--- src/rtl/band_fir_sched.sv ---
`default_nettype none
// ============================================================================
// Module   : band_fir_sched
// Brief    : Shares one signed 16x16 multiply-accumulate engine and one
//            coefficient ROM between the low-band and high-band sample
//            queues. A granted band gets TAPS consecutive read cycles, and its
//            filtered result comes back with a one-cycle valid strobe.
//            Simultaneous requests are resolved round-robin.
//            Build macro BAND_FIR_SAT_EN: when defined, the result saturates
//            to the Q1.15 range. When undefined, the result wraps.
// Revision : 1.0 - initial release
// ============================================================================
module band_fir_sched #(
  parameter int TAPS = 1021,
  parameter int CA_W = 11
) (
  input  logic            clk,
  input  logic            rst_n,
  input  logic            lf_seq,
  input  logic            hf_seq,
  input  logic [15:0]     lf_smpl,
  input  logic [15:0]     hf_smpl,
  input  logic [15:0]     coeff,
  output logic [CA_W-1:0] coeff_addr,
  output logic            lf_gnt,
  output logic            hf_gnt,
  output logic [15:0]     lf_out,
  output logic [15:0]     hf_out,
  output logic            lf_vld,
  output logic            hf_vld
);

  localparam int TW = $clog2(TAPS);
  localparam int AW = 32 + TW;

  typedef enum logic [1:0] {
    IDLE  = 2'd0,
    RUN   = 2'd1,
    DRAIN = 2'd2,
    DONE  = 2'd3
  } state_t;

  state_t               state;
  state_t               state_nxt;
  logic [TW-1:0]        tap_cnt;
  logic                 drain_cnt;
  logic                 sel_hf;
  logic                 last_hf;
  logic                 start;
  logic                 finish;
  logic                 pick_hf;
  logic                 gnt_d;
  logic                 prod_vld;
  logic signed [31:0]   prod;
  logic signed [AW-1:0] acc;
  logic signed [AW-1:0] acc_nxt;
  logic signed [15:0]   smpl_sel;
  logic [15:0]          result;

  // A lone request wins outright; on a tie the band not served last wins.
  assign pick_hf = hf_seq & (~lf_seq | ~last_hf);

  // The second drain cycle is the last point at which a product lands;
  // the result is captured on that edge so the strobe shows up during DONE.
  assign finish = (state == DRAIN) & drain_cnt;

  // Next-state decode for the pass sequencer.
  always_comb begin
    state_nxt = state;
    start     = 1'b0;
    case (state)
      IDLE: begin
        if (lf_seq | hf_seq) begin
          state_nxt = RUN;
          start     = 1'b1;
        end
      end
      RUN:     if (tap_cnt == TW'(TAPS - 1)) state_nxt = DRAIN;
      DRAIN:   if (drain_cnt) state_nxt = DONE;
      DONE:    state_nxt = IDLE;
      default: state_nxt = IDLE;
    endcase
  end

  // State register plus the per-pass control: band select, tap and drain counters.
  always_ff @(posedge clk or negedge rst_n) begin
    if (!rst_n) begin
      state     <= IDLE;
      tap_cnt   <= '0;
      drain_cnt <= 1'b0;
      sel_hf    <= 1'b0;
      last_hf   <= 1'b1;
    end else begin
      state     <= state_nxt;
      drain_cnt <= (state == DRAIN) ? ~drain_cnt : 1'b0;
      if (start) begin
        sel_hf  <= pick_hf;
        tap_cnt <= '0;
      end else if (state == RUN) begin
        tap_cnt <= tap_cnt + TW'(1);
      end
      if (finish) last_hf <= sel_hf;
    end
  end

  assign lf_gnt     = (state == RUN) & ~sel_hf;
  assign hf_gnt     = (state == RUN) & sel_hf;
  assign coeff_addr = (state != RUN) ? '0 :
                      sel_hf ? (CA_W'(TAPS) + CA_W'(tap_cnt)) : CA_W'(tap_cnt);

  // The band select is frozen for the whole pass, so it safely steers read data.
  assign smpl_sel = sel_hf ? hf_smpl : lf_smpl;
  assign acc_nxt  = prod_vld ? (acc + {{(AW-32){prod[31]}}, prod}) : acc;

  // Multiply-accumulate pipeline: the read data arrives the cycle after its
  // grant, and the product is registered then; it accumulates one cycle later.
  always_ff @(posedge clk or negedge rst_n) begin
    if (!rst_n) begin
      gnt_d    <= 1'b0;
      prod_vld <= 1'b0;
      prod     <= '0;
      acc      <= '0;
    end else begin
      gnt_d    <= lf_gnt | hf_gnt;
      prod_vld <= gnt_d;
      prod     <= smpl_sel * $signed(coeff);
      acc      <= start ? '0 : acc_nxt;
    end
  end

`ifdef BAND_FIR_SAT_EN
  logic fits;
  // The result fits in Q1.15 when every bit above bit 30 matches the sign.
  assign fits   = (&acc_nxt[AW-1:30]) | ~(|acc_nxt[AW-1:30]);
  assign result = fits ? acc_nxt[30:15] : (acc_nxt[AW-1] ? 16'h8000 : 16'h7FFF);
`else
  assign result = acc_nxt[30:15];
`endif

  // Result registers and strobes; each band holds its last result.
  always_ff @(posedge clk or negedge rst_n) begin
    if (!rst_n) begin
      lf_out <= '0;
      hf_out <= '0;
      lf_vld <= 1'b0;
      hf_vld <= 1'b0;
    end else begin
      lf_vld <= finish & ~sel_hf;
      hf_vld <= finish & sel_hf;
      if (finish & ~sel_hf) lf_out <= result;
      if (finish & sel_hf)  hf_out <= result;
    end
  end

endmodule
`default_nettype wire

--- config.mk ---
export PLATFORM = sky130hd
export DESIGN_NAME = band_fir_sched
export DESIGN_NICKNAME = d
export VERILOG_FILES = /design/src/rtl/band_fir_sched.sv
export SDC_FILE = /design/constraint.sdc
export NUM_CORES = 1
export LEC_CHECK = 0
export CAP_MARGIN = 20
export CORE_MARGIN = 2
export CORE_UTILIZATION = 62
export CTS_CLUSTER_SIZE = 14
export DETAILED_ROUTE_END_ITERATION = 8
export PLACE_DENSITY = 0.83
export SKIP_CTS_REPAIR_TIMING = 1
export SLEW_MARGIN = 20
export SYNTH_ARGS = -nofsm -noshare
export SYNTH_HDL_FRONTEND = slang
export SYNTH_SLANG_ARGS = --single-unit
export TNS_END_PERCENT = 100
--- constraint.sdc ---
create_clock -name clk -period 9.5 [get_ports clk]
set_clock_uncertainty 0.05 [all_clocks]
set_input_delay 1.9 -clock clk [delete_from_list [all_inputs] [get_ports clk]]
set_output_delay 1.9 -clock clk [all_outputs]
set_load 0.05 [all_outputs]
==> flow_metrics.env <==
# flow metrics
export IMPL_status="finished clean"
export IMPL_finalMaxSlewViolations=0
export IMPL_cts_sinks=113
export IMPL_hpwl_um=28300
export IMPL_reg2reg_slack_ns=2.15
export IMPL_synth_largest_area_cell="fa_1"
export IMPL_synth_top_area_share_pct=33.3
export IMPL_vias=11400
export IMPL_multiInputCombCellCount=1172
export IMPL_crit_chain="clkdlybuf4s50_1 > mux2_2 > and2_1 > fa_1 > inv_1 > fa_1 > fa_1 > fa_1 > inv_1 > fa_1 > fa_1 > ha_1 > a21o_1 > a2111oi_4 > nor2_1 > o21a_1 > a311oi_2 > a31oi_1 > a211oi_2 > o21bai_1 > a21oi_1 > xnor2_1"
export IMPL_dr_pass1_iters=5
export IMPL_fin_crit_ns=8.44
export IMPL_largestRegisters="acc (31), prod (31)"
export IMPL_async_reset_ff_share_pct=100
export IMPL_grt_ovfl_total=0
export IMPL_max_stage_delay_ns=0.55
export IMPL_synth_distinct_cells=57
export IMPL_antenna_cells=0
export IMPL_post_dp_cell_area_um2=16700
export IMPL_place_inst=2017
export IMPL_sh_comb_area_pct=65.1
export IMPL_dieHeight_um=162
export IMPL_timing_rr_end="prod[27]$_DFF_PN0_"
export IMPL_rsz0062_at_grt="no"
export IMPL_start_kind="input port"
export IMPL_mux_area_share_pct=2.98
export IMPL_tritoncts="yes"
export IMPL_remaining_drc_errors=0
export IMPL_grt_max_degree=58
export IMPL_buffers_excl_clock=112
export IMPL_syn_num_nets=2062
export IMPL_synthFlopType="dfrtp_1"
export IMPL_synthCells=1638
export IMPL_area_leaders="fa_1 (33%), dfrtp_1 (18%), ha_1 (9.3%)"
export IMPL_cts_max_level=4
export IMPL_layout_top_cell="inv_1"
export IMPL_min_to="prod_vld$_DFF_PN0_"
export IMPL_io_pins=99
export IMPL_fmax_mhz=119
export IMPL_dieArea_um2=26200
export IMPL_cts_path_max_buffers=2
export IMPL_hold_path_startpoint="gnt_d$_DFF_PN0_"
export IMPL_final_cells=2049
export IMPL_ys_sh_adder_pct=42.7
export IMPL_warnings=29
export IMPL_critical_path_top_delay_family="adder cells"
export IMPL_comb_area_um2=11300
export IMPL_cap_violations=0
export IMPL_final_setup_tns_ns=0
export IMPL_finalHoldViolations=0
export IMPL_fp_util_pct=63.3
export IMPL_end_kind="register"
export IMPL_setup_worst_path_end="prod[27]$_DFF_PN0_"
export IMPL_wl_um=35500
export IMPL_areaGrowthSynthToFinish_pct=12.3
export IMPL_crit_fanout=16
export IMPL_nonClkBufAreaFrac_pct=6.25
Yosys cell counts, types with 20 or more instances:
master,n
nor2b_1,20
inv_1,296
nand2_1,187
ha_1,115
and2_1,116
fa_1,257
a21o_1,21
clkbuf_1,53
dfrtp_1,112
nor2_1,91
o21ai_0,55
xor2_1,26
xnor2_1,52
mux2i_1,29
a21oi_1,59
per-layer routing:
metal / track usage (%) / vias to the layer above / wire length [µm]
li1: - / 5227 / -
met1: 37.9 / 5689 / 14800
met2: 49.7 / 434 / 17700
met3: 4.65 / 76 / 2100
met4: 9.17 / 0 / 863
met5: 0 / - / 0
Fig. 1: clock distribution
Scale bar: 50 µm.
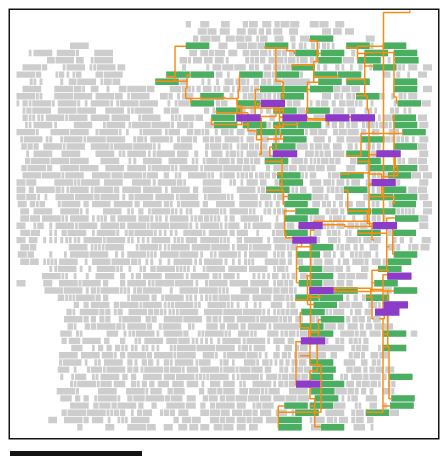
legend:
  purple:
    item: cells driving clock nets
    count: 17
  green:
    item: flip-flops
    count: 113
  orange:
    item: clock wires
    length: 1480 µm
routed clock nets: 18
Late-Pin Clk Latency: 0.42 ns

Fig. 2: where the registers sit
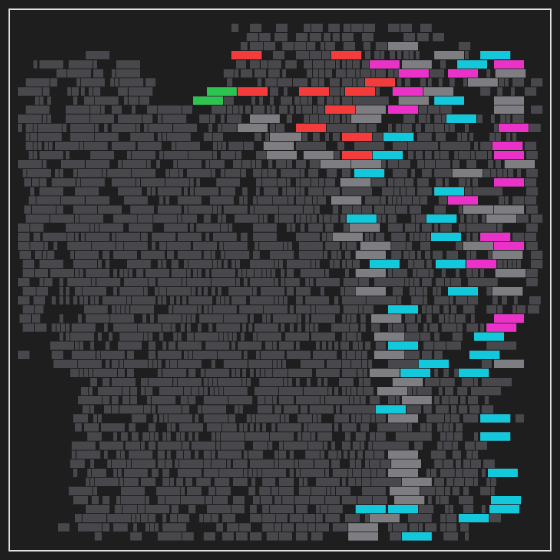
legend:
  red:
    name_in_the_netlist: `tap_cnt`
    placed_flops: 10
  magenta:
    name_in_the_netlist: `hf_out`
    placed_flops: 16
  cyan:
    name_in_the_netlist: `acc`
    placed_flops: 31
    where: a vertical strip on the right
  green:
    name_in_the_netlist: `state`
    placed_flops: 2
not colored: 54
register area: 2830 µm²
Seq/total area: 16.3%
fin util: 71.0%

Fig. 3: clock routing
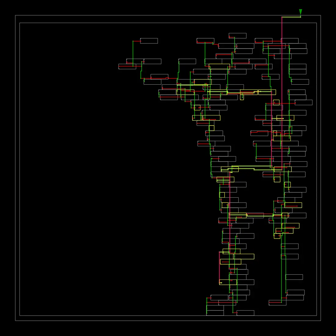
seq_cells: 113
Num CTS Buffers: 17

Fig. 4: cell classes on the final placement
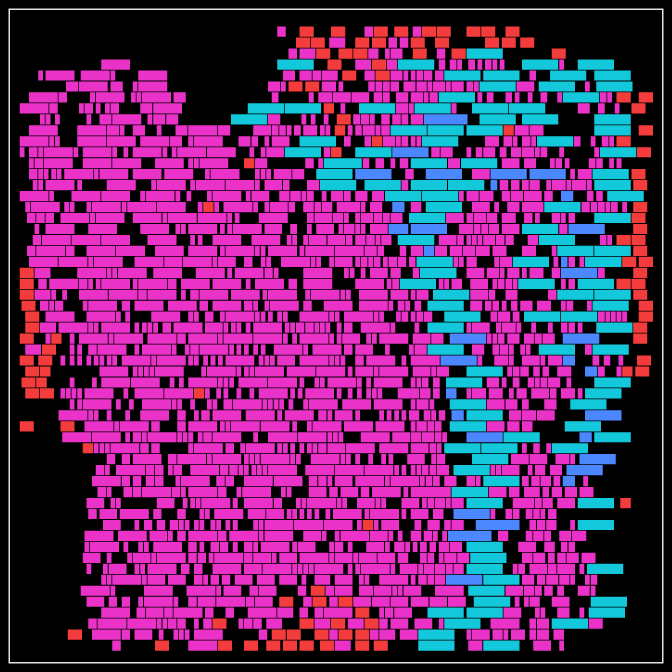
legend:
  red:
    class: other buffers and delay cells
    cells: 112
  magenta:
    class: all other logic
    cells: 1468
  blue:
    class: clock drivers and dummy loads
    cells: 32
  cyan:
    class: flops
    cells: 113
Core Area: 24400 µm²
final instance area: 17300 µm²

